File: src/rtl/switch_box_config_loader.sv
// switch_box_config_loader: deserialises a LSB-first bitstream of 40-bit frames
// (8-bit tile address + 32-bit config word). A valid frame is broadcast on
// config_data together with a one-cycle one-hot config_en strobe to its tile.
// Address 8'hFF ends the stream. Frames to tiles that do not exist are dropped
// and raise a sticky addr_error.
module switch_box_config_loader #(
  parameter int NUM_TILES  = 16,
  parameter int ADDR_WIDTH = 8
) (
  input  logic                  clk,
  input  logic                  reset,
  input  logic                  start,
  input  logic                  bit_in,
  input  logic                  bit_valid,
  output logic                  bit_ready,
  output logic [31:0]           config_data,
  output logic [NUM_TILES-1:0]  config_en,
  output logic                  busy,
  output logic                  done,
  output logic                  addr_error,
  output logic [7:0]            write_count
);

  typedef enum logic [1:0] {
    SHIFT_ADDR = 2'd0,
    SHIFT_DATA = 2'd1,
    WRITE      = 2'd2,
    DONE       = 2'd3
  } state_t;

  localparam logic [ADDR_WIDTH-1:0] LP_NUM_TILES = ADDR_WIDTH'(NUM_TILES);
  localparam logic [5:0]            LP_LAST_ADDR = 6'd7;
  localparam logic [5:0]            LP_LAST_DATA = 6'd39;

  state_t                r_state;
  state_t                w_state_next;
  logic [ADDR_WIDTH-1:0] r_addr;
  logic [31:0]           r_data_sr;
  logic [5:0]            r_cnt;
  logic [31:0]           r_config_data;
  logic                  r_addr_error;
  logic [7:0]            r_write_count;

  logic                  w_bit_ready;
  logic                  w_accept;
  logic [ADDR_WIDTH-1:0] w_addr_next;
  logic [31:0]           w_data_next;
  logic                  w_last_addr_bit;
  logic                  w_last_data_bit;
  logic                  w_end_marker;
  logic                  w_addr_ok;

  // Bits arrive LSB-first, so each new bit enters at the MSB and shifts right;
  // after a full field the first bit has reached bit 0.
  assign w_addr_next     = {bit_in, r_addr[ADDR_WIDTH-1:1]};
  assign w_data_next     = {bit_in, r_data_sr[31:1]};
  assign w_accept        = bit_valid && w_bit_ready;
  assign w_last_addr_bit = (r_state == SHIFT_ADDR) && (r_cnt == LP_LAST_ADDR);
  assign w_last_data_bit = (r_state == SHIFT_DATA) && (r_cnt == LP_LAST_DATA);
  assign w_end_marker    = (w_addr_next == {ADDR_WIDTH{1'b1}});
  // Full-width compare: no aliasing when NUM_TILES is not a power of two.
  assign w_addr_ok       = (r_addr < LP_NUM_TILES);

  // State register
  always_ff @(posedge clk or posedge reset) begin
    if (reset) begin
      r_state <= SHIFT_ADDR;
    end else begin
      r_state <= w_state_next;
    end
  end

  // Next-state logic and handshake output
  always_comb begin
    w_state_next = r_state;
    w_bit_ready  = 1'b0;
    case (r_state)
      SHIFT_ADDR: begin
        w_bit_ready = 1'b1;
        if (w_accept && w_last_addr_bit) begin
          w_state_next = w_end_marker ? DONE : SHIFT_DATA;
        end
      end
      SHIFT_DATA: begin
        w_bit_ready = 1'b1;
        if (w_accept && w_last_data_bit) begin
          w_state_next = w_addr_ok ? WRITE : SHIFT_ADDR;
        end
      end
      WRITE: begin
        w_state_next = SHIFT_ADDR;
      end
      DONE: begin
        if (start) begin
          w_state_next = SHIFT_ADDR;
        end
      end
      default: begin
        w_state_next = SHIFT_ADDR;
      end
    endcase
  end

  // Frame shift registers and bit counter; the counter returns to 0 at the end
  // of every frame (and on the end marker) so busy reflects a partial frame.
  always_ff @(posedge clk or posedge reset) begin
    if (reset) begin
      r_addr    <= '0;
      r_data_sr <= '0;
      r_cnt     <= '0;
    end else if (w_accept) begin
      if (r_state == SHIFT_ADDR) begin
        r_addr <= w_addr_next;
      end else begin
        r_data_sr <= w_data_next;
      end
      if ((w_last_addr_bit && w_end_marker) || w_last_data_bit) begin
        r_cnt <= '0;
      end else begin
        r_cnt <= r_cnt + 6'd1;
      end
    end
  end

  // Config word latch, sticky address error and write counter
  always_ff @(posedge clk or posedge reset) begin
    if (reset) begin
      r_config_data <= '0;
      r_addr_error  <= 1'b0;
      r_write_count <= '0;
    end else begin
      if (w_accept && w_last_data_bit) begin
        if (w_addr_ok) begin
          r_config_data <= w_data_next;
        end else begin
          r_addr_error <= 1'b1;
        end
      end
      if (r_state == WRITE) begin
        r_write_count <= r_write_count + 8'd1;
      end
    end
  end

  // Strobe decoded straight from state so an async reset kills it at once;
  // r_addr is frozen during WRITE, which keeps the strobe one-hot.
  generate
    for (genvar gi = 0; gi < NUM_TILES; gi++) begin : g_en
      assign config_en[gi] = (r_state == WRITE) && (r_addr == ADDR_WIDTH'(gi));
    end
  endgenerate

  assign bit_ready   = w_bit_ready;
  assign config_data = r_config_data;
  assign busy        = (r_cnt != 6'd0) || (r_state == WRITE);
  assign done        = (r_state == DONE);
  assign addr_error  = r_addr_error;
  assign write_count = r_write_count;

endmodule

File: config.mk
export PLATFORM = sky130hd
export DESIGN_NAME = switch_box_config_loader
export DESIGN_NICKNAME = d
export VERILOG_FILES = /design/src/rtl/switch_box_config_loader.sv
export SDC_FILE = /design/constraint.sdc
export NUM_CORES = 1
export LEC_CHECK = 0
export ABC_AREA = 1
export CORE_UTILIZATION = 35
export DETAILED_ROUTE_END_ITERATION = 6
export GPL_TIMING_DRIVEN = 0
export HOLD_SLACK_MARGIN = 0.15
export SYNTH_ARGS = -nofsm -noshare
export SYNTH_HDL_FRONTEND = slang
export SYNTH_SLANG_ARGS = --single-unit
File: constraint.sdc
create_clock -name clk -period 3.3 [get_ports clk]
set_clock_uncertainty 0.2 [all_clocks]
set_input_delay 0.66 -clock clk [delete_from_list [all_inputs] [get_ports clk]]
set_output_delay 0.66 -clock clk [all_outputs]
set_load 0.005 [all_outputs]
==> impl.org <==
#+TITLE: Physical design notes

** Detailed routing
- In the post-route report, total wirelength is listed as about 7.6 mm.
- Per the detail_route report, the via count comes to 2,832.
- The script logs the mean routed wire length per placed instance as 12.4 µm.
- Vias/cell :: 4.59

** Setup path
- Path type of the worst setup path :: register to primary output
- STA classifies the critical path endpoint as a primary output.
- Worst setup path end :: config_en[5]
- Startpoint of the most critical setup path :: r_addr[6]
- R2R depth :: 9
- Crit path DRT :: about 2.4 ns
- Largest fanout on the critical path :: 6
- The worst setup path is launched from a register.
- For reference, the critical path cell chain is nor2_1, and3_1, buf_2, nand4_1, nor2_1, clkdlybuf4s50_1.

** Timing
- Endpoints with negative setup slack in the final report add up to 0.
- Endpoints failing hold in the final report were tallied at 0.
- The final timing report lists a max-slew violation count of 0.
- After layout, the minimum clock period comes to 2.94 ns.
- Total negative setup slack :: 0 ns
- Max Fclk :: between 0.3 and 0.4 GHz
- In this run the tightest slew margin relative to its limit is between 60% and 70%.

** Logic synthesis
- Summed over its instances, the top area cell type makes up 57.7% of the synthesized netlist area.
- Count leader, synth :: nand2_1
- Nets at Floorplan :: just over 400
- Of all flip-flops after synthesis, the portion carrying an async set or reset was 100%.
- The post-synth count of flops with an enable pin is 0.
- Counting every instance in the synthesized netlist gives approximately 400.
- According to the Yosys statistics, the synthesized design has a chip area of ~3800 µm².

** Clocking
- Root buf cell :: clkbuf_8
- Clock sink total :: roughly 88
- CTS tree :: yes
- Once the clock tree was built, the setup fixing pass inserted 0 buffers.
- On the reported timing paths, the clock transition at the registers reads 0.08 ns.

** Layout
- For this run, the script counts the antenna cells in the layout as 0.
- Most used logic cell in the final layout :: nand2_1
- The net count of the finished layout is about 480.

** Global route
- Aggregate global routing overflow :: 0
- Number of antenna violations at the first check in global routing :: 0
- Entering global routing, the biggest net connects around 56 pins.

** Placed design
- STA on the placed design reports a worst setup slack of 0.714 ns.

** Floorplanning
- The report lists the number of standard-cell rows as 37.
- Overall die width :: about 110 µm
- Ports :: around 65
- Measured along the y axis, the die boundary spans 106 µm.
- Once the floorplan was initialized, standard cells occupied 36.5% of the core.

** Flow run
- Maxcap violations :: 0
- Number of warnings in the stage logs :: 27

** Min path
- The report gives the cell count of the worst hold path as 1.

** Status
- Outcome :: finished clean
power by group:
part           switching [mW]  leakage (nW)  total, mW  internal, mW
Sequential              0.142          1.19       1.39          1.24
Clock                   0.410         0.122      0.922         0.512
Combinational           0.342         0.806      0.548         0.206
Total                   0.894          2.12       2.85          1.96
per-stage QoR:
stage | util [%] | cells
after global routing | 46.9 | 617
after floorplan | - | 400
after global placement | 44.2 | 600
final | 46.9 | 617
after CTS | 46.9 | 617
after detailed placement | 44.5 | 601
layout make-up:
| class | count | area, µm² |
|---|---|---|
| plain buffers | 14 | 101 |
| clock buffers | 9 | 124 |
| clock inverters | 7 | 126 |
| fillers | 1020 | 5550 |
| inverters | 51 | 195 |
| multi-input cells | 247 | 1320 |
| flip-flops and latches | 88 | 2200 |
| well taps | 136 | 170 |
| repair buffers | 65 | 668 |
how the worst min path moves through the flow:
stage              startpoint              to  slack (ns)
6_report       write_count[7]  write_count[7]        0.28
5_1_grt        write_count[7]  write_count[7]        0.29
4_1_cts        write_count[7]  write_count[7]        0.28
3_5_place_dp   write_count[7]  write_count[7]        0.26
3_3_place_gp   write_count[7]  write_count[7]        0.26
2_1_floorplan   r_data_sr[10]   r_data_sr[10]        0.25
registers in the layout, indices dropped and copies added (netlist names):
signal and flops:
write_count 8, r_cnt 6, r_data_sr 31, r_addr 8, r_state 2, addr_error 1
config_data 32
critical path, delay by kind of cell, from the launching register on:
family / cells / cell delay [ns]
buffers and inverters: 2 / 0.70
and+or+nand+nor: 4 / 0.62
DFF: 1 / 0.41
routing by layer:
layer | GRT usage, % | up-vias | wire length, µm
met4 | 5.58 | 0 | 90
met5 | 0 | - | 0
met2 | 22.1 | 44 | 3660
li1 | - | 1416 | -
met1 | 20.0 | 1366 | 3670
met3 | 2.70 | 6 | 224
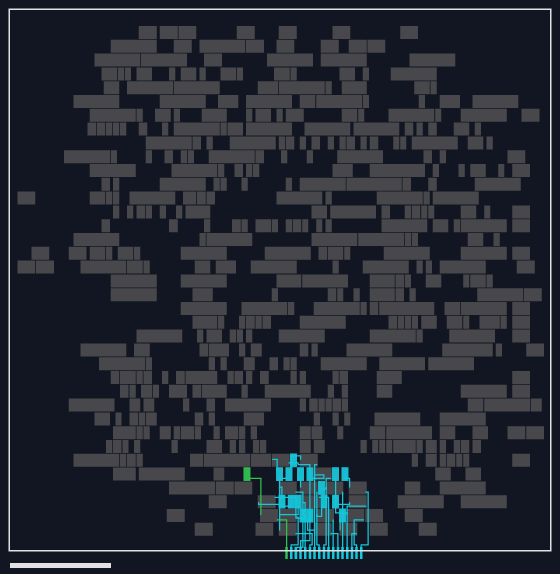
**Above:** nets reached from selected ports.
Bar = 20 µm.
legend:
  `done`:
    colour: green
    bits: 1
    direction: output
    end_cells: 1
    wire: 17.1 µm
  `config_en`:
    colour: cyan
    bits: 16
    direction: output
    end_cells: 16
    wire: 250 µm

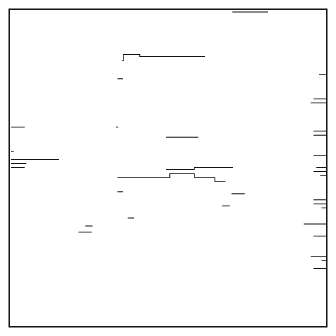
**Above:** the metal 3 layer.
share of all routed wire: 2.9%
wire length on this layer: 225 µm
nets with wire on the layer: 29

Power is estimated from default activity; no workload was simulated.
